<file path="src/rtl/p405s_timer_pit_dp_if.sv">
// p405s_timer_pit_dp_if: control, SPR-write and status signals between the PIT equations/SPR logic and the PIT datapath.
interface p405s_timer_pit_dp_if;
    logic        pit8E1;
    logic        pit8E2;
    logic        pit24E1;
    logic        pit24E2;
    logic        pitReloadE1;
    logic        pitReloadE2;
    logic [0:1]  pitMuxSel;
    logic        hwSetPitStatus;
    logic [0:31] sprDataIn;
    logic        tsrPisClr;
    logic        tcrPIE;
    logic [0:31] pitL2;
    logic [0:31] pitReloadL2;
    logic        tsrPIS;
    logic        pitIntrpt;

    modport master (
        output pit8E1, pit8E2, pit24E1, pit24E2, pitReloadE1, pitReloadE2,
               pitMuxSel, hwSetPitStatus, sprDataIn, tsrPisClr, tcrPIE,
        input  pitL2, pitReloadL2, tsrPIS, pitIntrpt
    );

    modport slave (
        input  pit8E1, pit8E2, pit24E1, pit24E2, pitReloadE1, pitReloadE2,
               pitMuxSel, hwSetPitStatus, sprDataIn, tsrPisClr, tcrPIE,
        output pitL2, pitReloadL2, tsrPIS, pitIntrpt
    );
endinterface

</file>
<file path="src/rtl/p405s_timer_pit_dp.sv">
// p405s_timer_pit_dp: PIT count/reload registers, TSR PIS status bit and registered PIT interrupt.
// The count is split into a high 24-bit field and a low byte, each with its own enable.
module p405s_timer_pit_dp #(
    parameter int              PIT_W   = 32,
    parameter logic [0:PIT_W-1] RST_PIT = '0
) (
    input logic                 CB,
    input logic                 coreReset,
    p405s_timer_pit_dp_if.slave bus
);
    logic [0:PIT_W-1] pit, rl;
    logic             pis, intr;
    logic [0:7]       lo, nxt_lo;
    logic [0:PIT_W-9] hi, nxt_hi;
    logic             en8, en24, en_rl;

    assign en8   = bus.pit8E1 & bus.pit8E2;
    assign en24  = bus.pit24E1 & bus.pit24E2;
    assign en_rl = bus.pitReloadE1 & bus.pitReloadE2;
    assign lo    = pit[PIT_W-8:PIT_W-1];
    assign hi    = pit[0:PIT_W-9];

    // Borrow from low byte into high field is decided upstream and arrives as en24.
    always_comb begin
        nxt_lo = bus.pitMuxSel == 2'b00 ? lo - 8'd1 :
                 bus.pitMuxSel == 2'b10 ? rl[PIT_W-8:PIT_W-1] :
                 bus.pitMuxSel == 2'b11 ? bus.sprDataIn[PIT_W-8:PIT_W-1] : lo;
        nxt_hi = bus.pitMuxSel == 2'b00 ? hi - (PIT_W-8)'(1) :
                 bus.pitMuxSel == 2'b10 ? rl[0:PIT_W-9] :
                 bus.pitMuxSel == 2'b11 ? bus.sprDataIn[0:PIT_W-9] : hi;
    end

    always_ff @(posedge CB) begin
        if (coreReset) begin
            pit  <= RST_PIT;
            rl   <= RST_PIT;
            pis  <= 1'b0;
            intr <= 1'b0;
        end else begin
            if (en8)   pit[PIT_W-8:PIT_W-1] <= nxt_lo;
            if (en24)  pit[0:PIT_W-9]       <= nxt_hi;
            if (en_rl) rl                   <= bus.sprDataIn;
            pis  <= bus.hwSetPitStatus | (pis & ~bus.tsrPisClr);
            intr <= pis & bus.tcrPIE;
        end
    end

    assign bus.pitL2       = pit;
    assign bus.pitReloadL2 = rl;
    assign bus.tsrPIS      = pis;
    assign bus.pitIntrpt   = intr;
endmodule

</file>
<file path="src/flat_wrapper.sv">
// flat-port wrapper written by rule: the top's interface ports become plain ports
module p405s_timer_pit_dp_flat 
#(
    parameter int              PIT_W   = 32,
    parameter logic [0:PIT_W-1] RST_PIT = '0
)
  (CB, coreReset, bus_pit8E1, bus_pit8E2, bus_pit24E1, bus_pit24E2, bus_pitReloadE1, bus_pitReloadE2, bus_pitMuxSel, bus_hwSetPitStatus, bus_sprDataIn, bus_tsrPisClr, bus_tcrPIE, bus_pitL2, bus_pitReloadL2, bus_tsrPIS, bus_pitIntrpt);
  p405s_timer_pit_dp_if bus_i ();
  input logic CB;
  input logic coreReset;
  input wire logic [$bits(bus_i.pit8E1)-1:0] bus_pit8E1;
  input wire logic [$bits(bus_i.pit8E2)-1:0] bus_pit8E2;
  input wire logic [$bits(bus_i.pit24E1)-1:0] bus_pit24E1;
  input wire logic [$bits(bus_i.pit24E2)-1:0] bus_pit24E2;
  input wire logic [$bits(bus_i.pitReloadE1)-1:0] bus_pitReloadE1;
  input wire logic [$bits(bus_i.pitReloadE2)-1:0] bus_pitReloadE2;
  input wire logic [$bits(bus_i.pitMuxSel)-1:0] bus_pitMuxSel;
  input wire logic [$bits(bus_i.hwSetPitStatus)-1:0] bus_hwSetPitStatus;
  input wire logic [$bits(bus_i.sprDataIn)-1:0] bus_sprDataIn;
  input wire logic [$bits(bus_i.tsrPisClr)-1:0] bus_tsrPisClr;
  input wire logic [$bits(bus_i.tcrPIE)-1:0] bus_tcrPIE;
  output wire logic [$bits(bus_i.pitL2)-1:0] bus_pitL2;
  output wire logic [$bits(bus_i.pitReloadL2)-1:0] bus_pitReloadL2;
  output wire logic [$bits(bus_i.tsrPIS)-1:0] bus_tsrPIS;
  output wire logic [$bits(bus_i.pitIntrpt)-1:0] bus_pitIntrpt;
  assign bus_i.pit8E1 = bus_pit8E1;
  assign bus_i.pit8E2 = bus_pit8E2;
  assign bus_i.pit24E1 = bus_pit24E1;
  assign bus_i.pit24E2 = bus_pit24E2;
  assign bus_i.pitReloadE1 = bus_pitReloadE1;
  assign bus_i.pitReloadE2 = bus_pitReloadE2;
  assign bus_i.pitMuxSel = bus_pitMuxSel;
  assign bus_i.hwSetPitStatus = bus_hwSetPitStatus;
  assign bus_i.sprDataIn = bus_sprDataIn;
  assign bus_i.tsrPisClr = bus_tsrPisClr;
  assign bus_i.tcrPIE = bus_tcrPIE;
  assign bus_pitL2 = bus_i.pitL2;
  assign bus_pitReloadL2 = bus_i.pitReloadL2;
  assign bus_tsrPIS = bus_i.tsrPIS;
  assign bus_pitIntrpt = bus_i.pitIntrpt;
  p405s_timer_pit_dp #(.PIT_W(PIT_W), .RST_PIT(RST_PIT)) u_core (.CB(CB), .coreReset(coreReset), .bus(bus_i));
endmodule
</file>
<file path="config.mk">
export PLATFORM = sky130hd
export DESIGN_NAME = p405s_timer_pit_dp_flat
export DESIGN_NICKNAME = d
export VERILOG_FILES = /design/src/rtl/p405s_timer_pit_dp_if.sv /design/src/rtl/p405s_timer_pit_dp.sv /design/src/flat_wrapper.sv
export SDC_FILE = /design/constraint.sdc
export NUM_CORES = 1
export LEC_CHECK = 0
export ABC_AREA = 0
export CORE_MARGIN = 4
export CORE_UTILIZATION = 40
export DETAILED_ROUTE_END_ITERATION = 8
export GPL_TIMING_DRIVEN = 1
export PLACE_DENSITY = 0.71
export RECOVER_POWER = 50
export SLEW_MARGIN = 20
export SYNTH_ARGS = -nofsm -noshare
export SYNTH_HDL_FRONTEND = slang
export SYNTH_SLANG_ARGS = --single-unit
</file>
<file path="constraint.sdc">
create_clock -name CB -period 1.96 [get_ports CB]
set_input_delay 0.392 -clock CB [delete_from_list [all_inputs] [get_ports CB]]
set_output_delay 0.392 -clock CB [all_outputs]
set_load 0.005 [all_outputs]
</file>
**Run 1: placement view**

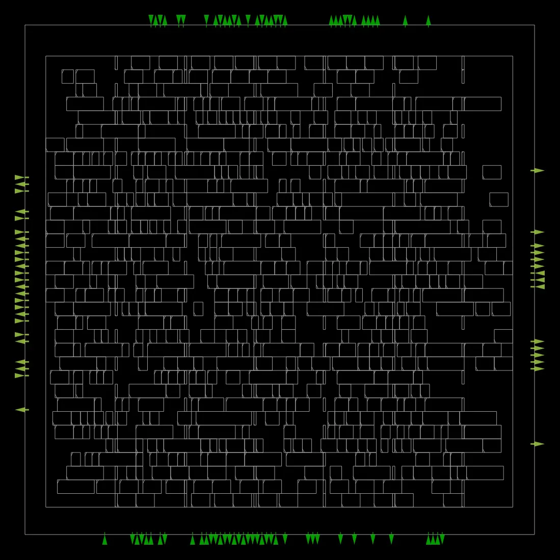
# rows: 33
registers: 66

**Run 1: cell density map**

(4 px per um) 10 x 10 tiles, from dark blue (low) to red (high), 0 to 100% covered.
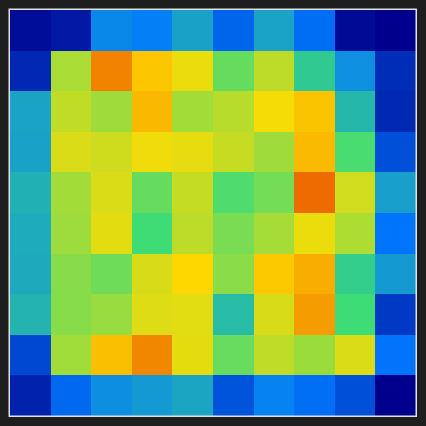
tiles over 75% full: 12%
fullest tile: 88%
emptiest ninth of the die: north-east
mean over tiles: 50%

**Run 1: metal 1**

(6 px per um) Supply wires on this layer in grey.
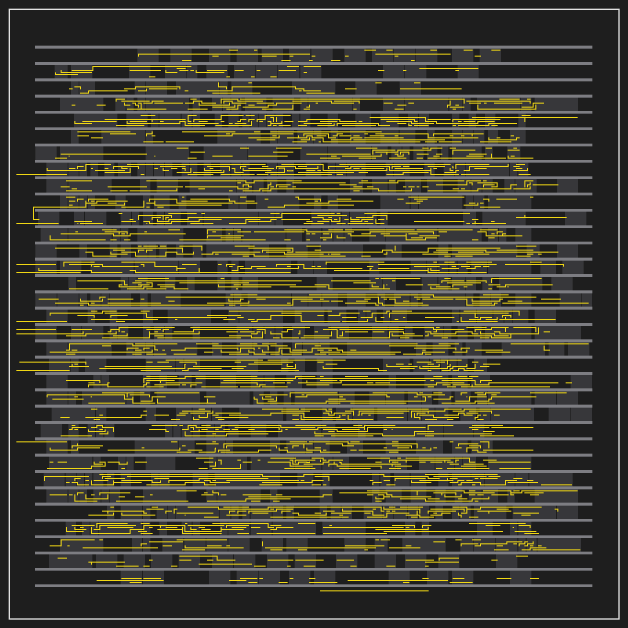
nets with wire on the layer: 612
main direction: horizontal
wire length on this layer: 5990 um
longest straight run: 37.3 um
share of all routed wire: 45%

==> flow_metrics.tcl, run 1 <==
# flow metrics
set metrics [dict create \
    first_pass_iters 5 \
    antenna_cells 0 \
    ir_drop_uv 418 \
    async_reset_ff_share_pct 0 \
    yosysWarningCount 0 \
    stdcell_count 741 \
    synthesis.nets 534 \
    vias_per_cell 5.79 \
    chip_area_sq_um 10300 \
    finalPower_w 0.00376 \
    drtIter0Drc 360 \
    wirelength_um 13300 \
    final_nets 678 \
    nNonClkInverters 14 \
    max_cap_violations 0 \
    clkSlewWorstSetupHoldPaths_ns 0.08 \
    edf_count 0 \
    largest_cell_class "multi-input combinational cells" \
    power_leakage_nw 2.05 \
    reg2reg_from "u_core.bus.pitL2[23]" \
    clock_buffers 10 \
    yosys_area_sq_um 3490 \
    track_usage_pct 25.4 \
    slowest_stage "clkdlybuf4s50_1" \
    n_fill_cell 764 \
    place_area_sq_um 5010 \
    holdWs_ns 0.475 \
    gp_congestion 0.885 \
    cpPeakStageDelay_ns 0.50 \
    comb_share_pct 38.1 \
    finalSetupTns_ns 0 \
    end_kind "primary output" \
    signal_buffer_area_fraction_pct 28.9 \
    top_cell "nand2_1" \
    min_delay_path_depth 2 \
    fmax_mhz 527 \
    fa_ha_area_share_pct 0.717 \
    power.density_nw_per_um2 714 \
    crit_type "reg2out" \
    postCtsHoldBufs 0 \
    post-cts-setup-buffers 0 \
    slew_violations 0 \
    crit_end "bus_pitL2[10]" \
    timing.rr.end "u_core.bus.pitL2[3]" \
    lay_top_count "nand2_1" \
    area_growth_pct 50.9 \
    hold_class "reg2reg" \
    layout-drive-gt1-share_pct 13.5 \
    status "finished, final reports clean" \
    cp-startpoint "u_core.bus.pitL2[21]" \
    largest_area_cell "dfxtp_1" \
    area_leaders "dfxtp_1, nand2_1, a21oi_1" \
]
## run 1: metrics by stage
stage | setup WS, ns | utilization (%)
after global routing | -0.00810 | 63.1
after global placement | -0.189 | 60.0
after floorplan | 0.0613 | -
after CTS | 0.0123 | 63.0
after detailed placement | -0.247 | 60.0
final | 0.0615 | 63.1
## run 1: power by group
group	leakage (nW)	internal [W]	switching (W)
clock	0.112	0.000752	0.000573
sequential	0.540	0.00141	0.0000760
combinational	1.40	0.000473	0.000476
total	2.05	0.00263	0.00112
## run 1: layer usage
layer	vias up	wire length (um)	global-route usage [%]	share of wire (%)
li1	2032	-	-	-
met1	2020	5990	37.1	45
met2	213	5750	37.0	43
met3	22	1340	7.37	10
met4	0	191	5.42	1.4
met5	-	0	0	0
**Run 1: port wiring**

(4 px per um)
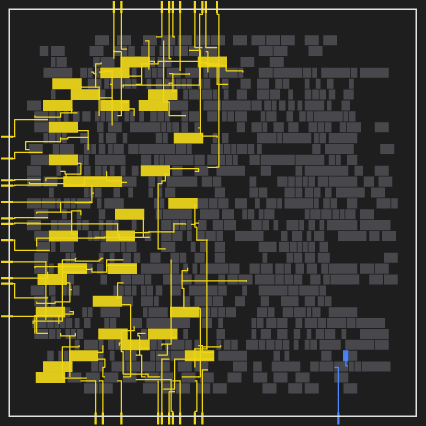

==> run 1 -> run 2 <==
CORE_ASPECT_RATIO = 0.8   (was unset)
**Run 2: port wiring**

(3 px per um)
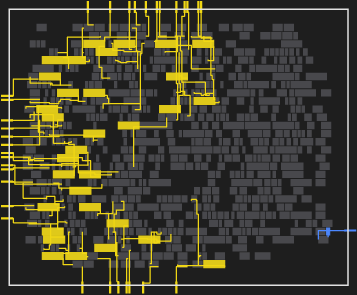
legend:
  `bus_tsrPisClr`:
    colour: blue
    bits: 1
    direction: input
    end_cells: 1
    buffers: 1
    wire: 13.7 um
  `bus_pitReloadL2`:
    colour: yellow
    bits: 32
    direction: output
    end_cells: 32
    buffers: 32
    wire: 1230 um

**Run 2: sizing map**

(3 px per um)
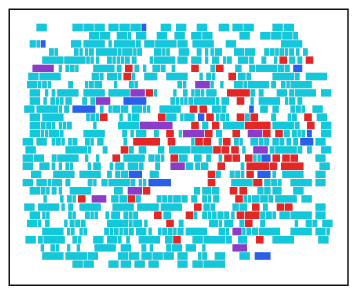
legend:
  x6 and larger:
    colour: purple
    cells: 13
    share: 2.0%
  x3 and x4:
    colour: red
    cells: 70
    share: 11%
  x1 and smaller:
    colour: cyan
    cells: 546
    share: 85%
  x2:
    colour: blue
    cells: 14
    share: 2.2%

==> run 2 against run 1 <==
Synthesized area stayed put. Utilization is 0.37 points lower. Maximum frequency is 0.30% lower. Sequential share of layout area is 0.25 points lower. First-iteration DRC count is 8.1% higher. Total power is 3.7% lower. Synthesized cell count stayed put. Hold slack hardly changed. Sequential power hardly changed. Cell area is 1.1% higher. Critical path depth stayed put. Clock skew is 0.0023 ns higher. Critical endpoint unchanged. Highest routed layer unchanged.
==> flow_metrics.tcl, run 2 <==
# flow metrics
set metrics [dict create \
    top_layer_used "met4" \
    chip_area_sq_um 10300 \
    antenna_cells 0 \
    finish.utilization_pct 62.7 \
    internal-power_w 0.00248 \
    area_leaders "dfxtp_1, nand2_1, a21oi_1" \
    gr-usage-met1_pct 40.3 \
    comb_power_share_pct 27.1 \
    slew_violations 0 \
    finalPower_w 0.00362 \
    wl_met2_um 5690 \
    power_leakage_nw 2.09 \
    drtAntennaViolNets 0 \
    end_kind "primary output" \
    dr_wl_met3_um 1470 \
    holdWs_ns 0.475 \
    async_reset_ff_share_pct 0 \
    hold_class "reg2reg" \
    p_seq_share_pct 41.1 \
    first_pass_iters 6 \
    hold-path-endpoint "u_core.bus.pitReloadL2[6]" \
    cp-startpoint "u_core.bus.pitL2[21]" \
    p_sw_share_pct 31.4 \
    crit_end "bus_pitL2[10]" \
    clkSlewWorstSetupHoldPaths_ns 0.08 \
    stdcell_count 755 \
    wirelength_um 13800 \
    finalSetupTns_ns 0 \
    largest_area_cell "dfxtp_1" \
    top_cell "nand2_1" \
    drtIter0Drc 389 \
    gr-usage-met3_pct 6.26 \
    timing.rr.end "u_core.bus.pitL2[15]" \
    area_growth_pct 52.6 \
    crit_type "reg2out" \
    synthesis.nets 534 \
    busiest_layer "met1" \
    fa_ha_area_share_pct 0.717 \
    layout-drive-gt1-share_pct 15.1 \
    place_area_sq_um 5090 \
    cpPeakStageDelay_ns 0.50 \
    fmax_mhz 525 \
    slowest_stage "clkdlybuf4s50_1" \
    m1WireLength_um 6360 \
    lay_top_count "nand2_1" \
    status "finished, final reports clean" \
    final_nets 686 \
    reg2reg_from "u_core.bus.pitL2[23]" \
    rows 30 \
    max_cap_violations 0 \
    yosys_area_sq_um 3490 \
]
## run 2: area by class of cell
type / instances / share of cell area [%]
Clock inverter: 6 / 1.27
Tap cell: 112 / 2.63
Timing Repair Buffer: 176 / 30.1
Multi-Input combinational cell: 372 / 37.8
Inverter: 14 / 0.987
Clock buffer: 9 / 2.33
Sequential cell: 66 / 24.9
## run 2: power groups by stage
stage	Clock [W]	Combinational, W	Sequential, W
global placement	0	0.000941	0.00151
global route	0.00122	0.00106	0.00149
finish	0.00115	0.000981	0.00149
detailed placement	0	0.000949	0.00151
floorplan	0	0.000417	0.00151
CTS	0.00117	0.000958	0.00148
## run 2: repair_timing
| item | CTS | global route |
|---|---|---|
| gates resized | 1 | 8 |
| pin swaps | 0 | 7 |
| cloned | 0 | 0 |
| buffers inserted | 0 | 1 |
| endpoints found under the setup margin | 1 | 13 |
Power and IR drop assume default switching activity.
